--- config.mk ---
export PLATFORM = sky130hd
export DESIGN_NAME = uart_tx
export DESIGN_NICKNAME = d
export VERILOG_FILES = /design/src/rtl/uart_tx.sv
export SDC_FILE = /design/constraint.sdc
export NUM_CORES = 1
export LEC_CHECK = 0
export ABC_CLOCK_PERIOD_IN_PS = 3700
export CAP_MARGIN = 10
export CORE_UTILIZATION = 45
export DETAILED_ROUTE_END_ITERATION = 16
export HOLD_SLACK_MARGIN = 0.02
export PLACE_DENSITY_LB_ADDON = 0.08
export SLEW_MARGIN = 0
export SYNTH_ARGS = -nofsm -noshare
export SYNTH_HDL_FRONTEND = slang
export SYNTH_SLANG_ARGS = --single-unit
--- constraint.sdc ---
create_clock -name baud -period 3.7 [get_ports baud]
set_input_delay 0.555 -clock baud [delete_from_list [all_inputs] [get_ports baud]]
set_output_delay 0.555 -clock baud [all_outputs]
set_load 0.03 [all_outputs]
--- src/rtl/uart_tx.sv ---
// UART transmitter: start bit, LSB-first data, optional parity, stop bit(s).
// Define UART_TX_PARITY_EN to insert a parity bit after the data bits.
module uart_tx #(
    parameter int NUM_DATA_BITS = 8,
    parameter int NUM_STOP_BITS = 1,
    parameter int PARITY_ODD    = 0
) (
    input  logic                     baud,
    input  logic                     reset,
    input  logic                     en,
    input  logic [NUM_DATA_BITS-1:0] data,
    output logic                     tx,
    output logic                     done,
    output logic                     busy,
    output logic                     error
);

    localparam int CW = $clog2(NUM_DATA_BITS + 1);
    localparam logic [CW-1:0] LAST_DATA = CW'(NUM_DATA_BITS - 1);
    localparam logic [CW-1:0] LAST_STOP = CW'(NUM_STOP_BITS - 1);

    typedef enum logic [2:0] {
        S_IDLE   = 3'd0,
        S_START  = 3'd1,
        S_DATA   = 3'd2,
        S_PARITY = 3'd3,
        S_STOP   = 3'd4
    } state_t;

    state_t                   state_q, state_d;
    logic [NUM_DATA_BITS-1:0] shift_q, shift_d;
    logic [CW-1:0]            cnt_q, cnt_d;
    logic                     tx_q, tx_d;
    logic                     busy_q, busy_d;
    logic                     done_q, done_d;
    logic                     error_q, error_d;
`ifdef UART_TX_PARITY_EN
    logic                     par_q, par_d;
`endif

    always_comb begin
        state_d = state_q;
        shift_d = shift_q;
        cnt_d   = cnt_q;
        tx_d    = tx_q;
        busy_d  = busy_q;
        done_d  = 1'b0;
        error_d = error_q;
`ifdef UART_TX_PARITY_EN
        par_d   = par_q;
`endif
        unique case (state_q)
            S_IDLE: begin
                tx_d   = 1'b1;
                busy_d = 1'b0;
                if (en) begin
                    shift_d = data;
                    tx_d    = 1'b0;
                    busy_d  = 1'b1;
                    error_d = 1'b0;
                    cnt_d   = '0;
                    state_d = S_START;
`ifdef UART_TX_PARITY_EN
                    par_d   = (^data) ^ 1'(PARITY_ODD);
`endif
                end
            end
            S_START: begin
                tx_d    = shift_q[0];
                shift_d = shift_q >> 1;
                cnt_d   = '0;
                state_d = S_DATA;
            end
            S_DATA: begin
                if (cnt_q == LAST_DATA) begin
                    cnt_d   = '0;
`ifdef UART_TX_PARITY_EN
                    tx_d    = par_q;
                    state_d = S_PARITY;
`else
                    tx_d    = 1'b1;
                    state_d = S_STOP;
`endif
                end else begin
                    tx_d    = shift_q[0];
                    shift_d = shift_q >> 1;
                    cnt_d   = cnt_q + CW'(1);
                end
            end
`ifdef UART_TX_PARITY_EN
            S_PARITY: begin
                tx_d    = 1'b1;
                cnt_d   = '0;
                state_d = S_STOP;
            end
`endif
            S_STOP: begin
                tx_d = 1'b1;
                if (cnt_q == LAST_STOP) begin
                    cnt_d   = '0;
                    busy_d  = 1'b0;
                    done_d  = 1'b1;
                    state_d = S_IDLE;
                end else begin
                    cnt_d = cnt_q + CW'(1);
                end
            end
            default: begin
                tx_d    = 1'b1;
                busy_d  = 1'b0;
                cnt_d   = '0;
                state_d = S_IDLE;
            end
        endcase
        // A request while a frame is on the line is dropped and flagged.
        if (en && state_q != S_IDLE) begin
            error_d = 1'b1;
        end
    end

    always_ff @(posedge baud or negedge reset) begin
        if (!reset) begin
            state_q <= S_IDLE;
            shift_q <= '0;
            cnt_q   <= '0;
            tx_q    <= 1'b1;
            busy_q  <= 1'b0;
            done_q  <= 1'b0;
            error_q <= 1'b0;
`ifdef UART_TX_PARITY_EN
            par_q   <= 1'b0;
`endif
        end else begin
            state_q <= state_d;
            shift_q <= shift_d;
            cnt_q   <= cnt_d;
            tx_q    <= tx_d;
            busy_q  <= busy_d;
            done_q  <= done_d;
            error_q <= error_d;
`ifdef UART_TX_PARITY_EN
            par_q   <= par_d;
`endif
        end
    end

    assign tx    = tx_q;
    assign busy  = busy_q;
    assign done  = done_q;
    assign error = error_q;

endmodule

Fig. 1: run 1, sizing map
Scale: 10 px per um.
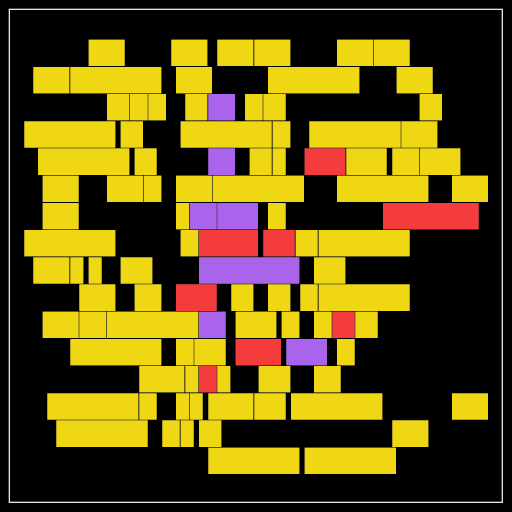
Key: yellow = x1 and smaller [cells 87, share 85%]; purple = x3 and x4 [cells 7, share 6.9%]; red = x2 [cells 8, share 7.8%]
area grow syn2layout: 17.25%
Final Instance Area: 0.001174 mm^2

Fig. 2: run 1, pin map
Scale: 10 px per um. Pins as bars across the die edge, other pins in grey.
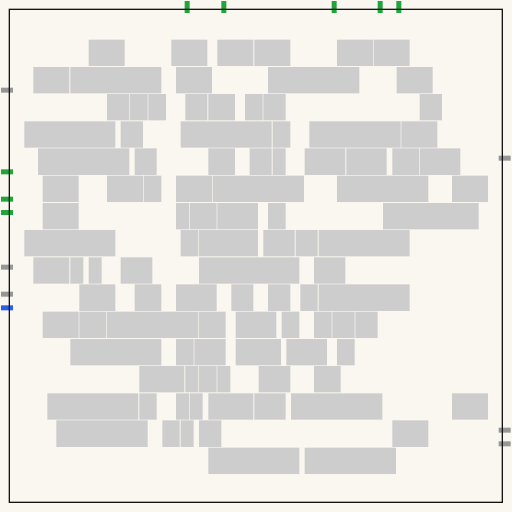
Key: blue = busy [pins 1, direction output, edge left]; green = data [pins 8, direction input, edge 5 top, 3 left]
All pins by edge: 7 left, 5 top, 3 right.
Die Span Y: 49.17 um
horizontal die dimension: 49.17 um
number of port buffers: 14

Fig. 3: run 1, I/O nets highlighted
Scale: 6 px per um.
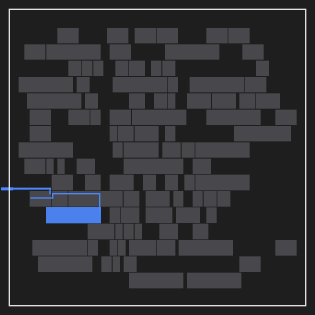
Key: blue = busy [bits 1, direction output, edge left, end cells 1, wire 22.3 um]
IO Pins: 15

==> results.cfg, run 1 <==
; generated from flow reports
[outcome]
run_status = completed

[global_routing]
grt_start_max_net_pins = 20
grt_use_met2_pct = 21.00
grt_util_all_layers_pct = 15.27

[drt]
met3RoutedLength_um = 55
dr_total_vias = 698
route.met2.wl_um = 673

[min_path]
hold_class = flop to flop
number_of_cells_on_the_worst_hold_path = 1

[sta]
worst_slew_margin_rel_pct = 45.11
slew_viol_final = 0
period_used_pct = 54.96
timing_worst_slew_pin_value_ns = 0.8207
finalWorstSetupSlack_ns = 1.666

[clock_tree]
cts_made_buffers = 3
cts_tree = done
max-clock-path-buffers = 2
cts-root-buf = clkbuf_4
total_setup_buffers_inserted_after_cts = 0

[pwr]
pwr.group.clock_w = 0.000105
seq-power_w = 0.000404
pg_comb_w = 0.000522
seqPwrFrac_pct = 39.2
clock_power_share_pct = 10.2
power.ir.vdd_worst_mv = 0.4744

[finish]
diodes = 0
nNetsFinal = 116
stdcell_count = 129
layout_fillers = 176
nMultiInputCombCells = 62
drive_gt1_share_pct = 14.71
final-seq-area_um2 = 476.7
n_all_buffers = 15
clk_buf_instances = 3
inverters_excl_clock = 2

[yosys]
synth_area_leader_cell = dfrtp_1
async_flop_share_pct = 100.0
dominantRegCellSynth = dfrtp_1
synth.net_count = 101
edf_count = 0
synth.cellmix.simpleShare_pct = 14.13
synthesis.yosys.warnings = 0

[setup_path]
timing.reg2reg.setup_slack_ns = 1.68
critical_path_peak_fanout = 1
worstPathRequired_ns = 3.14
worst_setup_path_start_kind = flop
timing.rr.end = shift_q[7]
setup.worst_path.start = tx
critical_path.endpoint_type = output pin
crit_chain = clkdlybuf4s50_1
timing.critical_path.slowest_stage_cell = clkdlybuf4s50_1
crit_path_end = tx
rr_startpoint = cnt_q[0]
timing.critical_path.buf_inv = 1
worst_path_max_stage_delay_ns = 0.65

[die]
floorplan.die_area_mm2 = 0.002417

[place]
hpwlAfterDp_mm = 1.178
dpl-instance-area_mm2 = 0.001146
place_ws_ns = 1.672
## Run 2: what changed since run 1
--- a/config.mk
+++ b/config.mk
@@ -5,7 +5,7 @@
 export SDC_FILE = /design/constraint.sdc
 export NUM_CORES = 1
 export LEC_CHECK = 0
-export ABC_CLOCK_PERIOD_IN_PS = 3700
+export ABC_CLOCK_PERIOD_IN_PS = 1900
 export CAP_MARGIN = 10
 export CORE_UTILIZATION = 45
 export DETAILED_ROUTE_END_ITERATION = 16
==> constraint.sdc (replaced) <==
create_clock -name baud -period 1.9 [get_ports baud]
set_input_delay 0.285 -clock baud [delete_from_list [all_inputs] [get_ports baud]]
set_output_delay 0.285 -clock baud [all_outputs]
set_load 0.03 [all_outputs]
Fig. 4: run 2, I/O nets highlighted
Scale: 6 px per um.
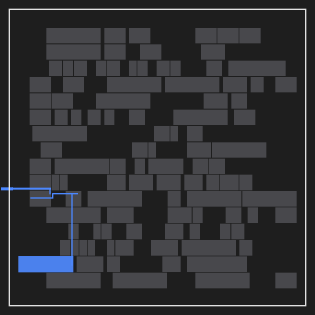

Fig. 5: run 2, selected gate families
Scale: 10 px per um.
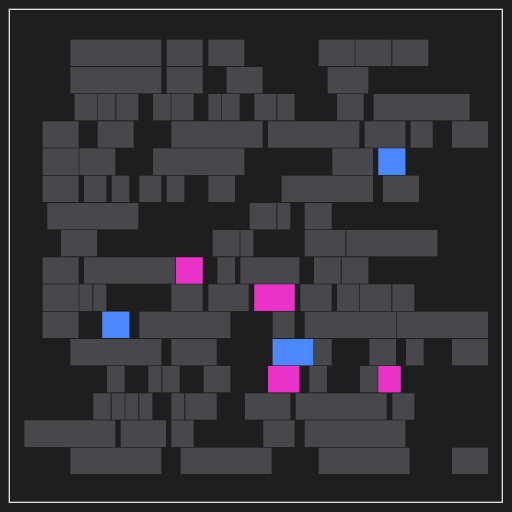
Key: magenta = and/or cells [cells 4]; blue = non-inverting ao/oa cells [cells 3, most used a21o_1]
Post-Layout Cell Count: 133
Top cell excl fill/tap: dfrtp_1
fraction of area in multi-input gates: 39.96%

==> results.cfg, run 2 <==
; generated from flow reports
[setup_path]
critical_path_peak_fanout = 1
timing.critical_path.slowest_stage_cell = clkdlybuf4s50_1
setup.worst_path.start = tx
worst_setup_path_start_kind = flop
worst_path_max_stage_delay_ns = 0.65
crit_chain = clkdlybuf4s50_1
timing.rr.end = shift_q[7]
critical_path.endpoint_type = output pin
crit_path_end = tx
timing.reg2reg.setup_slack_ns = 0.20
worstPathRequired_ns = 1.62
timing.critical_path.buf_inv = 1
rr_startpoint = cnt_q[0]

[sta]
timing_worst_slew_pin_value_ns = 0.4908
slew_viol_final = 0
worst_slew_margin_rel_pct = 66.82
finalWorstSetupSlack_ns = 0.1480
period_used_pct = 92.21

[finish]
sequential_cell_total = 19
n_all_buffers = 19
area.growth.synth_to_final_pct = 20.12
diodes = 0
layout_top_cells_excl_fill_tap = dfrtp_1, clkdlybuf4s50_1, a21oi_1, a31oi_1, mux2i_1
drive_gt1_share_pct = 16.98
inverters_excl_clock = 2
layout_fillers = 182
nNetsFinal = 120
nMultiInputCombCells = 62
largest_register_ff_count = 8
fin_area_mm2 = 0.001202
clk_buf_instances = 4
final-seq-area_um2 = 476.7

[outcome]
run_status = completed

[die]
top_level_ports = 15
floorplan.die_area_mm2 = 0.002417
die_w_um = 49.17

[place]
place_ws_ns = 0.2098
dpl-instance-area_mm2 = 0.001176
hpwlAfterDp_mm = 1.340
finalWeightedCongestion = 0.7831

[clock_tree]
cts_made_buffers = 3
max-clock-path-buffers = 2
cts-resized-gates = 0
total_setup_buffers_inserted_after_cts = 0
cts-root-buf = clkbuf_4
hold_bufs_at_cts = 0
cts_tree = done

[drt]
dr_total_vias = 695
top_signal_layer_used = met4
met3RoutedLength_um = 54
route.met2.wl_um = 776

[yosys]
synthesis.yosys.warnings = 0
dominantRegCellSynth = dfrtp_1
edf_count = 0
synth.net_count = 101
synth_area_leader_cell = dfrtp_1
synth_largest_type_area_fraction_pct = 45.00
async_flop_share_pct = 100.0
synth.cellmix.simpleShare_pct = 14.13

[pwr]
maxPowerGroup = combinational logic
pwr.group.clock_w = 0.000203
seqPwrFrac_pct = 37.4
seq-power_w = 0.000772
clock_power_share_pct = 9.8
power_density_mw_per_mm2 = 1717
power.ir.vdd_worst_mv = 0.8129
pg_comb_w = 0.00109

[global_routing]
grt_util_all_layers_pct = 16.83

[min_path]
hold_class = primary input to asynchronous set/reset pin

[flow_run]
openroad.warnings = 27
